[src/rtl/control_fsm_if.sv]
// ============================================================================
//  Module   : control_fsm_if
//  Brief    : Memory bus handshake bundle between the control path (master)
//             and the memory subsystem (slave).
//  Revision : 1.0  initial release
// ============================================================================
`default_nettype none

interface control_fsm_if;
  logic mem_req;       // access request, held until mem_ack
  logic mem_we;        // write qualifier for mem_req
  logic mem_addr_sel;  // 0 = PC address, 1 = datapath address
  logic mem_ack;       // memory completes current access this cycle

  modport master (
    output mem_req,
    output mem_we,
    output mem_addr_sel,
    input  mem_ack
  );

  modport slave (
    input  mem_req,
    input  mem_we,
    input  mem_addr_sel,
    output mem_ack
  );
endinterface

`default_nettype wire

[src/rtl/control_fsm.sv]
// ============================================================================
//  Module   : control_fsm
//  Brief    : Multi-cycle CPU control path. FETCH -> DECODE -> EXECUTE ->
//             (MEM) -> WRITEBACK, with memory wait states, a bus timeout,
//             ALU-fault halt and a sticky halt cause.
//  Options  : CTRL_SINGLE_STEP_EN adds step_mode/step single-instruction
//             stepping; undefined builds run free.
//  Revision : 1.0  initial release
// ============================================================================
`default_nettype none

module control_fsm #(
  parameter int                  INSTR_W  = 16,
  parameter int                  OPCODE_W = 4,
  parameter logic [OPCODE_W-1:0] OP_HALT  = 4'hF,
  parameter logic [OPCODE_W-1:0] OP_LOAD  = 4'h8,
  parameter logic [OPCODE_W-1:0] OP_STORE = 4'h9,
  parameter logic [OPCODE_W-1:0] OP_JMP   = 4'hA,
  parameter int                  TIMEOUT  = 255
) (
  input  wire logic               clock,
  input  wire logic               reset,
`ifdef CTRL_SINGLE_STEP_EN
  input  wire logic               step_mode,
  input  wire logic               step,
`endif
  input  wire logic [INSTR_W-1:0] instruction,
  input  wire logic               alu_fault,
  control_fsm_if.master           bus,
  output logic                    ir_load,
  output logic                    alu_en,
  output logic                    reg_we,
  output logic                    pc_inc,
  output logic                    pc_load,
  output logic [2:0]              state,
  output logic                    halted,
  output logic [1:0]              fault
);

  localparam int                 CNT_W     = $clog2(TIMEOUT + 1);
  localparam logic [CNT_W-1:0]   C_TIMEOUT = CNT_W'(TIMEOUT);
  localparam logic [1:0]         C_FLT_NONE = 2'd0;
  localparam logic [1:0]         C_FLT_ALU  = 2'd1;
  localparam logic [1:0]         C_FLT_BUS  = 2'd2;

  typedef enum logic [2:0] {
    S_FETCH     = 3'd0,
    S_DECODE    = 3'd1,
    S_EXECUTE   = 3'd2,
    S_MEM       = 3'd3,
    S_WRITEBACK = 3'd4,
    S_HALT      = 3'd5
  } state_t;

  state_t             r_state;
  state_t             w_state_nxt;
  logic [CNT_W-1:0]   r_cnt;
  logic [CNT_W-1:0]   w_cnt_nxt;
  logic [1:0]         r_fault;
  logic [1:0]         w_fault_nxt;

  logic               w_mem_req;
  logic               w_mem_we;
  logic               w_mem_addr_sel;
  logic               w_ir_load;
  logic               w_alu_en;
  logic               w_reg_we;
  logic               w_pc_inc;
  logic               w_pc_load;
  logic               w_hold;

  logic [OPCODE_W-1:0] w_opcode;
  logic                w_is_store;
  logic                w_is_jmp;
  logic                w_is_mem_op;
  logic                w_unused_operand;

  assign w_opcode         = instruction[INSTR_W-1 -: OPCODE_W];
  assign w_is_store       = (w_opcode == OP_STORE);
  assign w_is_jmp         = (w_opcode == OP_JMP);
  assign w_is_mem_op      = (w_opcode == OP_LOAD) || w_is_store;
  // Operand bits belong to the datapath; the control path only decodes the opcode.
  assign w_unused_operand = ^instruction[INSTR_W-OPCODE_W-1:0];

`ifdef CTRL_SINGLE_STEP_EN
  logic r_step_d;
  logic r_go;
  logic w_step_rise;
  logic w_fetch_done;

  assign w_step_rise  = step & ~r_step_d;
  assign w_hold       = step_mode && (r_state == S_FETCH) && !(r_go || w_step_rise);
  assign w_fetch_done = (r_state == S_FETCH) && !w_hold && bus.mem_ack;

  // Step edge detector and one-instruction grant, consumed when the fetch completes.
  always_ff @(posedge clock or negedge reset) begin
    if (!reset) begin
      r_step_d <= 1'b0;
      r_go     <= 1'b0;
    end else begin
      r_step_d <= step;
      if (w_fetch_done) begin
        r_go <= 1'b0;
      end else if (step_mode && w_step_rise) begin
        r_go <= 1'b1;
      end
    end
  end
`else
  assign w_hold = 1'b0;
`endif

  // State, wait-cycle counter and sticky halt cause.
  always_ff @(posedge clock or negedge reset) begin
    if (!reset) begin
      r_state <= S_FETCH;
      r_cnt   <= '0;
      r_fault <= C_FLT_NONE;
    end else begin
      r_state <= w_state_nxt;
      r_cnt   <= w_cnt_nxt;
      r_fault <= w_fault_nxt;
    end
  end

  // Next-state, counter and Moore strobe decode qualified by mem_ack/opcode.
  always_comb begin
    w_state_nxt    = r_state;
    w_cnt_nxt      = r_cnt;
    w_fault_nxt    = r_fault;
    w_mem_req      = 1'b0;
    w_mem_we       = 1'b0;
    w_mem_addr_sel = 1'b0;
    w_ir_load      = 1'b0;
    w_alu_en       = 1'b0;
    w_reg_we       = 1'b0;
    w_pc_inc       = 1'b0;
    w_pc_load      = 1'b0;
    case (r_state)
      S_FETCH: begin
        // While held for a step pulse the request is withdrawn and the counter frozen.
        if (!w_hold) begin
          w_mem_req = 1'b1;
          if (bus.mem_ack) begin
            w_ir_load   = 1'b1;
            w_state_nxt = S_DECODE;
            w_cnt_nxt   = '0;
          end else if (r_cnt == C_TIMEOUT) begin
            w_state_nxt = S_HALT;
            w_cnt_nxt   = '0;
            w_fault_nxt = C_FLT_BUS;
          end else begin
            w_cnt_nxt = r_cnt + 1'b1;
          end
        end
      end
      S_DECODE: begin
        w_cnt_nxt = '0;
        if (w_opcode == OP_HALT) begin
          w_state_nxt = S_HALT;
          w_fault_nxt = C_FLT_NONE;
        end else begin
          w_state_nxt = S_EXECUTE;
        end
      end
      S_EXECUTE: begin
        w_alu_en  = 1'b1;
        w_cnt_nxt = '0;
        if (alu_fault) begin
          w_state_nxt = S_HALT;
          w_fault_nxt = C_FLT_ALU;
        end else if (w_is_mem_op) begin
          w_state_nxt = S_MEM;
        end else begin
          w_state_nxt = S_WRITEBACK;
        end
      end
      S_MEM: begin
        w_mem_req      = 1'b1;
        w_mem_addr_sel = 1'b1;
        w_mem_we       = w_is_store;
        if (bus.mem_ack) begin
          w_state_nxt = S_WRITEBACK;
          w_cnt_nxt   = '0;
        end else if (r_cnt == C_TIMEOUT) begin
          w_state_nxt = S_HALT;
          w_cnt_nxt   = '0;
          w_fault_nxt = C_FLT_BUS;
        end else begin
          w_cnt_nxt = r_cnt + 1'b1;
        end
      end
      S_WRITEBACK: begin
        w_reg_we    = !(w_is_store || w_is_jmp);
        w_pc_load   = w_is_jmp;
        w_pc_inc    = !w_is_jmp;
        w_state_nxt = S_FETCH;
        w_cnt_nxt   = '0;
      end
      S_HALT: begin
        w_cnt_nxt = '0;
      end
      default: begin
        w_state_nxt = S_FETCH;
        w_cnt_nxt   = '0;
      end
    endcase
  end

  // Request-side strobes are gated by reset so an in-flight access drops without waiting for a clock.
  assign bus.mem_req      = w_mem_req & reset;
  assign bus.mem_we       = w_mem_we & reset;
  assign bus.mem_addr_sel = w_mem_addr_sel;
  assign ir_load          = w_ir_load & reset;
  assign alu_en           = w_alu_en;
  assign reg_we           = w_reg_we;
  assign pc_inc           = w_pc_inc;
  assign pc_load          = w_pc_load;
  assign state            = r_state;
  assign halted           = (r_state == S_HALT);
  assign fault            = r_fault;

endmodule

`default_nettype wire
[src/flat_wrapper.sv]
// flat-port wrapper written by rule: the top's interface ports become plain ports
module control_fsm_flat 
#(
  parameter int                  INSTR_W  = 16,
  parameter int                  OPCODE_W = 4,
  parameter logic [OPCODE_W-1:0] OP_HALT  = 4'hF,
  parameter logic [OPCODE_W-1:0] OP_LOAD  = 4'h8,
  parameter logic [OPCODE_W-1:0] OP_STORE = 4'h9,
  parameter logic [OPCODE_W-1:0] OP_JMP   = 4'hA,
  parameter int                  TIMEOUT  = 255
)
  (clock, reset, instruction, alu_fault, ir_load, alu_en, reg_we, pc_inc, pc_load, state, halted, fault, bus_mem_req, bus_mem_we, bus_mem_addr_sel, bus_mem_ack);
  control_fsm_if bus_i ();
  input  wire logic clock;
  input  wire logic reset;
  input  wire logic [INSTR_W-1:0] instruction;
  input  wire logic alu_fault;
  output logic ir_load;
  output logic alu_en;
  output logic reg_we;
  output logic pc_inc;
  output logic pc_load;
  output logic [2:0] state;
  output logic halted;
  output logic [1:0] fault;
  output wire logic [$bits(bus_i.mem_req)-1:0] bus_mem_req;
  output wire logic [$bits(bus_i.mem_we)-1:0] bus_mem_we;
  output wire logic [$bits(bus_i.mem_addr_sel)-1:0] bus_mem_addr_sel;
  input wire logic [$bits(bus_i.mem_ack)-1:0] bus_mem_ack;
  assign bus_mem_req = bus_i.mem_req;
  assign bus_mem_we = bus_i.mem_we;
  assign bus_mem_addr_sel = bus_i.mem_addr_sel;
  assign bus_i.mem_ack = bus_mem_ack;
  control_fsm #(.INSTR_W(INSTR_W), .OPCODE_W(OPCODE_W), .OP_HALT(OP_HALT), .OP_LOAD(OP_LOAD), .OP_STORE(OP_STORE), .OP_JMP(OP_JMP), .TIMEOUT(TIMEOUT)) u_core (.clock(clock), .reset(reset), .instruction(instruction), .alu_fault(alu_fault), .bus(bus_i), .ir_load(ir_load), .alu_en(alu_en), .reg_we(reg_we), .pc_inc(pc_inc), .pc_load(pc_load), .state(state), .halted(halted), .fault(fault));
endmodule
[config.mk]
export PLATFORM = sky130hd
export DESIGN_NAME = control_fsm_flat
export DESIGN_NICKNAME = d
export VERILOG_FILES = /design/src/rtl/control_fsm_if.sv /design/src/rtl/control_fsm.sv /design/src/flat_wrapper.sv
export SDC_FILE = /design/constraint.sdc
export NUM_CORES = 1
export LEC_CHECK = 0
export CORE_MARGIN = 4
export CORE_UTILIZATION = 38
export DETAILED_ROUTE_END_ITERATION = 10
export GPL_TIMING_DRIVEN = 0
export PLACE_DENSITY = 0.76
export SETUP_SLACK_MARGIN = 0.15
export SYNTH_ARGS = -nofsm -noshare
export SYNTH_HDL_FRONTEND = slang
export SYNTH_SLANG_ARGS = --single-unit
[constraint.sdc]
create_clock -name clock -period 1.4 [get_ports clock]
set_clock_uncertainty 0.05 [all_clocks]
set_input_delay 0.28 -clock clock [delete_from_list [all_inputs] [get_ports clock]]
set_output_delay 0.28 -clock clock [all_outputs]
set_load 0.02 [all_outputs]
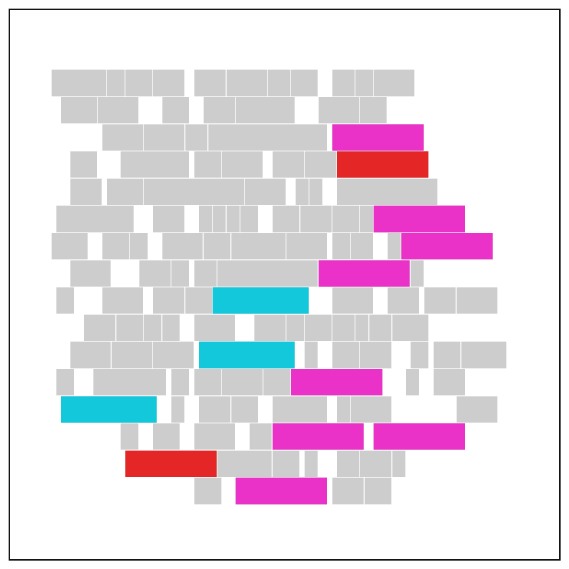
(images/ff_map.png)
Drawn at 10 px/um. Other cells in grey.
- red: u_core.fault (flops 2)
- magenta: u_core.r_cnt (flops 8)
- cyan: u_core.state (flops 3)

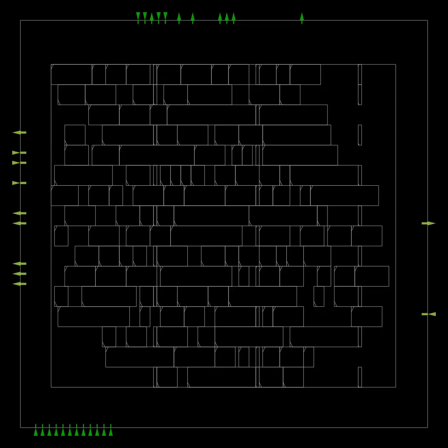
(images/placed.png)
tapcell count: 27
core footprint: 2020 um^2

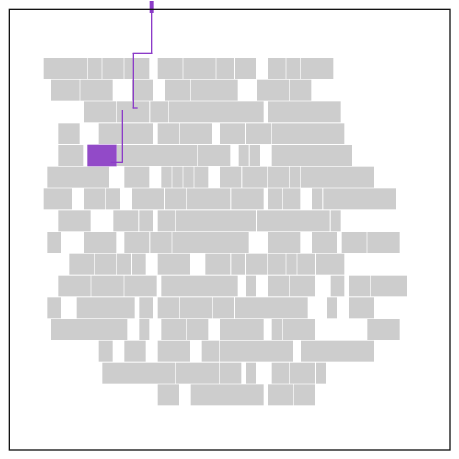
(images/port_trees.png)
Drawn at 8 px/um.
- purple: ir_load (bits 1; direction output; edge north; end cells 1; buffers 1; wire 22.7 um)

==> flow_metrics.env <==
# implementation run metrics
export IMPL_synth_compound_area_share_pct=19.6
export IMPL_fin_util_pct=70.7
export IMPL_post_synth_top_area_fraction_pct=38.9
export IMPL_ant_nets=0
export IMPL_ios=34
export IMPL_cts_setup_buffers=8
export IMPL_netlist_logic_family_top="simple AND/OR/NAND/NOR gates"
export IMPL_cts_tree="yes"
export IMPL_place_inst=136
export IMPL_ff_latch_area_um2=329
export IMPL_period_needed_ps=1730
export IMPL_clockRootBuffer="clkbuf_4"
export IMPL_yosys_register_bits=13
export IMPL_diodes=0
export IMPL_synthDistinctLibCells=39
export IMPL_p_sw_mw=1.05
export IMPL_worst_ep_arrival_time_ps=1400
export IMPL_fin_crit_sh_pct=124
export IMPL_fmaxAchievable_ghz=0.577
export IMPL_syn_area_um2=836
export IMPL_n_all_inverters=3
export IMPL_status="finished with violations"
export IMPL_cts_hold_buf=1
export IMPL_post_cts_resized=94
export IMPL_layout_top_cell="buf_4"
export IMPL_logic_gate_count=69
export IMPL_yosysChipArea_um2=836
export IMPL_violations="setup timing"
export IMPL_setup_ws_ps=-334
export IMPL_met3_usage_pct=4.56
export IMPL_common_cells="dfrtp_1 (13), nor2_1 (13), nand2_1 (8)"
export IMPL_setup_viol=22
export IMPL_max_stage_delay_ps=450
export IMPL_wl_met2_mm=1.34
export IMPL_antenna_found_initial=0
